Fig. 1: metal layers overlaid
Drawn at 4 px/um. Two of the layers only.
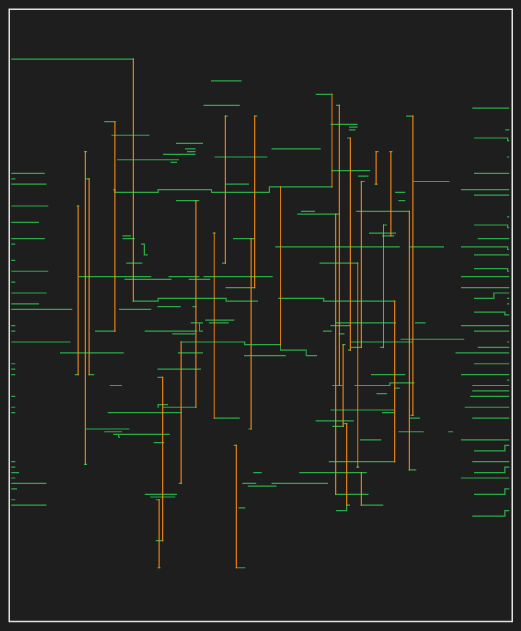
Fig. 2: wires at chosen ports, followed through buffers
Drawn at 2 px/um.
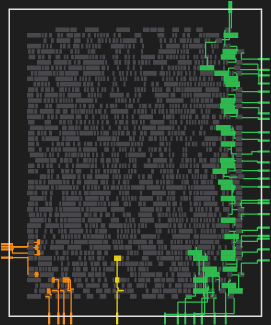
**src/rtl/dump_pkg.sv**
```systemverilog
// Shared types for the memory-dump transmitter: state encoding, byte type, header size.
package dump_pkg;

  localparam int HDR_BYTES = 4;

  typedef logic [7:0] byte_t;

  typedef enum logic [3:0] {
    S_IDLE,
    S_HDR,
    S_RD,
    S_RDW,
    S_SEND,
    S_WAIT_HI,
    S_WAIT_LO,
    S_SUM,
    S_DONE
  } dump_state_t;

endpackage

```
**src/rtl/dump_byte_sender.sv**
```systemverilog
// One-byte-in-flight handshake with uart_tx: pulse send, wait for sending to rise, then fall.
// Handshake: i_load is honoured only while o_idle; o_uart_send is a one-enabled-cycle pulse.
module dump_byte_sender
  import dump_pkg::*;
(
  input  logic        clk,
  input  logic        reset,
  input  logic        i_clk_enable,
  input  logic        i_load,
  input  byte_t       i_byte_in,
  input  logic        i_uart_sending,
  output byte_t       o_uart_data,
  output logic        o_uart_send,
  output logic        o_idle,
  output dump_state_t o_state
);

  dump_state_t r_state;
  byte_t       r_data;
  logic        r_send;

  always_ff @(posedge clk) begin
    if (reset) begin
      r_state <= S_IDLE;
      r_data  <= '0;
      r_send  <= 1'b0;
    end else if (i_clk_enable) begin
      case (r_state)
        S_IDLE: begin
          if (i_load) begin
            r_data  <= i_byte_in;
            r_send  <= 1'b1;
            r_state <= S_SEND;
          end
        end
        S_SEND: begin
          r_send  <= 1'b0;
          r_state <= S_WAIT_HI;
        end
        S_WAIT_HI: if (i_uart_sending) r_state <= S_WAIT_LO;
        S_WAIT_LO: if (!i_uart_sending) r_state <= S_IDLE;
        default: begin
          r_send  <= 1'b0;
          r_state <= S_IDLE;
        end
      endcase
    end
  end

  assign o_uart_data = r_data;
  assign o_uart_send = r_send;
  assign o_idle      = (r_state == S_IDLE);
  assign o_state     = r_state;

endmodule

```
**src/rtl/mem_dump_tx.sv**
```systemverilog
// Streams a memory range over UART: 4-byte little-endian length header, then the payload bytes.
// Define DUMP_CHECKSUM_EN to append an 8-bit modular sum of the payload as a trailing byte.
module mem_dump_tx
  import dump_pkg::*;
#(
  parameter int ADDR_WIDTH = 32,
  parameter int LEN_WIDTH  = 32
) (
  input  logic                  clk,
  input  logic                  reset,
  input  logic                  i_clk_enable,
  input  logic                  i_start,
  input  logic [ADDR_WIDTH-1:0] i_base_addr,
  input  logic [LEN_WIDTH-1:0]  i_length,
  output logic                  o_busy,
  output logic                  o_done,
  output logic                  o_mem_re,
  output logic [ADDR_WIDTH-1:0] o_mem_addr,
  input  logic [7:0]            i_mem_data,
  output logic [7:0]            o_uart_data,
  output logic                  o_uart_send,
  input  logic                  i_uart_sending,
  output dump_state_t           o_state
);

  dump_state_t           r_state;
  logic                  r_busy;
  logic                  r_done;
  logic                  r_mem_re;
  logic [ADDR_WIDTH-1:0] r_mem_addr;
  logic [ADDR_WIDTH-1:0] r_cur_addr;
  logic [LEN_WIDTH-1:0]  r_remaining;
  logic [31:0]           r_len_hdr;
  logic [1:0]            r_hdr_idx;
`ifdef DUMP_CHECKSUM_EN
  byte_t                 r_sum;
  logic                  r_sum_sent;
`endif

  logic [31:0]  w_len32;
  logic         w_load;
  byte_t        w_byte;
  logic         w_snd_idle;
  logic         w_byte_done;
  dump_state_t  w_snd_state;

  generate
    if (LEN_WIDTH >= 32) begin : g_len_trunc
      assign w_len32 = i_length[31:0];
    end else begin : g_len_ext
      assign w_len32 = {{(32-LEN_WIDTH){1'b0}}, i_length};
    end
  endgenerate

  // Byte handed to the sender: header slice, fresh memory data, or the checksum.
  always_comb begin
    w_byte = '0;
    w_load = 1'b0;
    case (r_state)
      S_HDR: begin
        w_byte = 8'(r_len_hdr >> {r_hdr_idx, 3'b000});
        w_load = w_snd_idle;
      end
      S_RDW: begin
        w_byte = i_mem_data;
        w_load = w_snd_idle;
      end
`ifdef DUMP_CHECKSUM_EN
      S_SUM: begin
        w_byte = r_sum;
        w_load = w_snd_idle;
      end
`endif
      default: ;
    endcase
  end

  assign w_byte_done = (r_state == S_SEND) && (w_snd_state == S_WAIT_LO) && !i_uart_sending;

  always_ff @(posedge clk) begin
    if (reset) begin
      r_state     <= S_IDLE;
      r_busy      <= 1'b0;
      r_done      <= 1'b0;
      r_mem_re    <= 1'b0;
      r_mem_addr  <= '0;
      r_cur_addr  <= '0;
      r_remaining <= '0;
      r_len_hdr   <= '0;
      r_hdr_idx   <= '0;
`ifdef DUMP_CHECKSUM_EN
      r_sum       <= '0;
      r_sum_sent  <= 1'b0;
`endif
    end else if (i_clk_enable) begin
      case (r_state)
        S_IDLE: begin
          if (i_start) begin
            r_cur_addr  <= i_base_addr;
            r_remaining <= i_length;
            r_len_hdr   <= w_len32;
            r_hdr_idx   <= '0;
            r_busy      <= 1'b1;
`ifdef DUMP_CHECKSUM_EN
            r_sum       <= '0;
            r_sum_sent  <= 1'b0;
`endif
            r_state     <= S_HDR;
          end
        end
        S_HDR: r_state <= S_SEND;
        S_RD: begin
          r_mem_re <= 1'b0;
          r_state  <= S_RDW;
        end
        S_RDW: begin
          r_cur_addr  <= r_cur_addr + 1'b1;
          r_remaining <= r_remaining - 1'b1;
`ifdef DUMP_CHECKSUM_EN
          r_sum       <= r_sum + i_mem_data;
`endif
          r_state     <= S_SEND;
        end
        // Top parks in S_SEND while the sender walks SEND/WAIT_HI/WAIT_LO.
        S_SEND: begin
          if (w_byte_done) begin
            if (r_hdr_idx != 2'(HDR_BYTES - 1)) begin
              r_hdr_idx <= r_hdr_idx + 1'b1;
              r_state   <= S_HDR;
            end else if (r_remaining != '0) begin
              r_mem_re   <= 1'b1;
              r_mem_addr <= r_cur_addr;
              r_state    <= S_RD;
`ifdef DUMP_CHECKSUM_EN
            end else if (!r_sum_sent) begin
              r_state <= S_SUM;
`endif
            end else begin
              r_done  <= 1'b1;
              r_state <= S_DONE;
            end
          end
        end
`ifdef DUMP_CHECKSUM_EN
        S_SUM: begin
          r_sum_sent <= 1'b1;
          r_state    <= S_SEND;
        end
`endif
        S_DONE: begin
          r_done  <= 1'b0;
          r_busy  <= 1'b0;
          r_state <= S_IDLE;
        end
        default: r_state <= S_IDLE;
      endcase
    end
  end

  dump_byte_sender u_sender (
    .clk            (clk),
    .reset          (reset),
    .i_clk_enable   (i_clk_enable),
    .i_load         (w_load),
    .i_byte_in      (w_byte),
    .i_uart_sending (i_uart_sending),
    .o_uart_data    (o_uart_data),
    .o_uart_send    (o_uart_send),
    .o_idle         (w_snd_idle),
    .o_state        (w_snd_state)
  );

  assign o_busy     = r_busy;
  assign o_done     = r_done;
  assign o_mem_re   = r_mem_re;
  assign o_mem_addr = r_mem_addr;
  assign o_state    = (r_state == S_SEND) ? w_snd_state : r_state;

endmodule

```
**config.mk**
```make
export PLATFORM = sky130hd
export DESIGN_NAME = mem_dump_tx
export DESIGN_NICKNAME = d
export VERILOG_FILES = /design/src/rtl/dump_pkg.sv /design/src/rtl/dump_byte_sender.sv /design/src/rtl/mem_dump_tx.sv
export SDC_FILE = /design/constraint.sdc
export NUM_CORES = 1
export LEC_CHECK = 0
export ABC_AREA = 1
export CORE_ASPECT_RATIO = 1.25
export CORE_MARGIN = 8
export CORE_UTILIZATION = 55
export CTS_CLUSTER_DIAMETER = 120
export CTS_CLUSTER_SIZE = 20
export DETAILED_ROUTE_END_ITERATION = 7
export PLACE_DENSITY = 0.78
export RECOVER_POWER = 25
export SLEW_MARGIN = 15
export SYNTH_ARGS = -nofsm -noshare
export SYNTH_HDL_FRONTEND = slang
export SYNTH_SLANG_ARGS = --single-unit
```
**constraint.sdc**
```tcl
create_clock -name clk -period 1.9 [get_ports clk]
set_input_delay 0.285 -clock clk [delete_from_list [all_inputs] [get_ports clk]]
set_output_delay 0.285 -clock clk [all_outputs]
set_load 0.01 [all_outputs]
```
==> impl_metrics.csv <==
group,metric,value,unit
finish,final_area,0.0107,mm^2
cts,cts_max_path_buffers,2,
setup_path,critPathBufInv,3,
setup_path,critPathRequiredTime,1.62,ns
hold_path,hp-class,"input port to register",
run,warnings,28,
synthesis,yosys-stat-area,0.00822,mm^2
synthesis,edf_count,0,
floorplanning,fp.dieW,125,um
place,pre_cts_ws,-0.0684,ns
pwr,power_density,879,mW/mm^2
synthesis,numSynthFlops,149,
timing,clock.fmax,553,MHz
finish,area_growth,29.9,%
cts,cts_setup_buffers,0,
floorplanning,dieHeight,153,um
timing,rsz0062_at_grt,"yes",
pwr,swShare,0.296,
synthesis,ys_warn_count,0,
pwr,power_leader,"clock",
setup_path,crit_slowest_cell,"dfxtp_1",
pwr,combPwrFrac,0.213,
global_routing,grt_pass1_wl,42400,um
status,status,"completed",
floorplanning,die_area,0.0191,mm^2
setup_path,critPathLaunchType,"register",
timing,fin_worst_skew,0.00730,ns
timing,setup_tns,0,ns
pwr,pg_comb,2000,uW
timing,hold_slack,0.390,ns
cts,clock-sinks,149,
global_routing,grt_start_max_net_pins,96,
floorplanning,initial_core_util,0.555,
pwr,irDropWorstVdd,0.000746,V
finish,final_core_util,0.720,
setup_path,crit_chain,"buf_4 > inv_1 > nand3_2 > o21ai_0 > dlygate4sd1_1",
cts,cts_buffers,17,
pwr,p_seq,3510,uW
pwr,clk-power,3880,uW
finish,nets,1554,
route,first_iter_violations,702,
Back to the opening pictures, Fig. 1:
legend:
  metal 3:
    colour: green
    wire_length: 1340 um
  metal 4:
    colour: orange
    wire_length: 1270 um

Back to the opening pictures, Fig. 2:
legend:
  `i_mem_data`:
    colour: orange
    bits: 8
    direction: input
    end_cells: 8
    buffers: 8
    wire: 139 um
  `o_mem_addr`:
    colour: green
    bits: 32
    direction: output
    end_cells: 32
    buffers: 32
    wire: 730 um
  `i_start`:
    colour: yellow
    bits: 1
    direction: input
    end_cells: 2
    buffers: 1
    wire: 31.6 um

area by class of cell:
type	count	area (um^2)
clock inverter	15	249
inverter	125	469
clock buffer	17	425
timing repair buffer	185	1790
multi-input combinational	995	4540
sequential	149	2990
fill	1294	4150
tap	182	228
final timing paths:
kind | cells past startpoint | from | to | slack, ns
setup reg to reg | 9 | r_cur_addr[13] | r_cur_addr[23] | 0.13
hold / removal | 5 | reset | r_cur_addr[0] | 0.39
setup / recovery | 5 | r_state[3] | o_state[1] | 0.09
hold reg to reg | 2 | r_len_hdr[7] | r_len_hdr[7] | 0.44
cell families after synthesis:
kind of cell               Yosys count  synth area share
xor gates and xnor gates             7           0.00746
and+or+nand+nor                    654             0.325
AOI/OAI and AO/OA                  330             0.208
adders and majority gates            4           0.00609
buffers and inverters              186            0.0904
DFF                                149             0.363
layer usage:
layer	part of all wire	vias to the layer above	track usage	wire [um]
li1	-	4607	-	-
met2	0.49	301	0.471	12700
met3	0.052	66	0.0525	1340
met5	0	-	0	0
met4	0.049	0	0.151	1270
met1	0.41	4079	0.303	10500
layout by cell type (no fill, tap or decap), types with 8 or more instances in the layout:
master,Yosys,final
nand2_1,330,329
inv_1,120,118
dlygate4sd3_1,0,43
clkdlybuf4s50_1,0,77
o21ai_0,154,153
nor3_1,8,8
o21ai_1,15,16
a21oi_1,134,134
o21bai_1,10,10
dfxtp_1,149,146
buf_4,3,53
nor2_1,216,210
clkbuf_16,0,18
nand3_1,64,62
nand3b_1,9,9
worst min-delay path, stage by stage:
cell     delay (ns)
buf_2          0.09
inv_2          0.04
buf_12         0.19
o21ai_0        0.11
a31oi_1        0.04
repair_timing:
item | 4_1_cts | 5_1_grt
gates cloned | 0 | 1
hold buffers | 0 | 0
gates resized | 5 | 18
pin swaps | 0 | 1
setup endpoints to repair | 3 | 62
Power figures rest on the tool's default switching activity, not on a simulated workload.
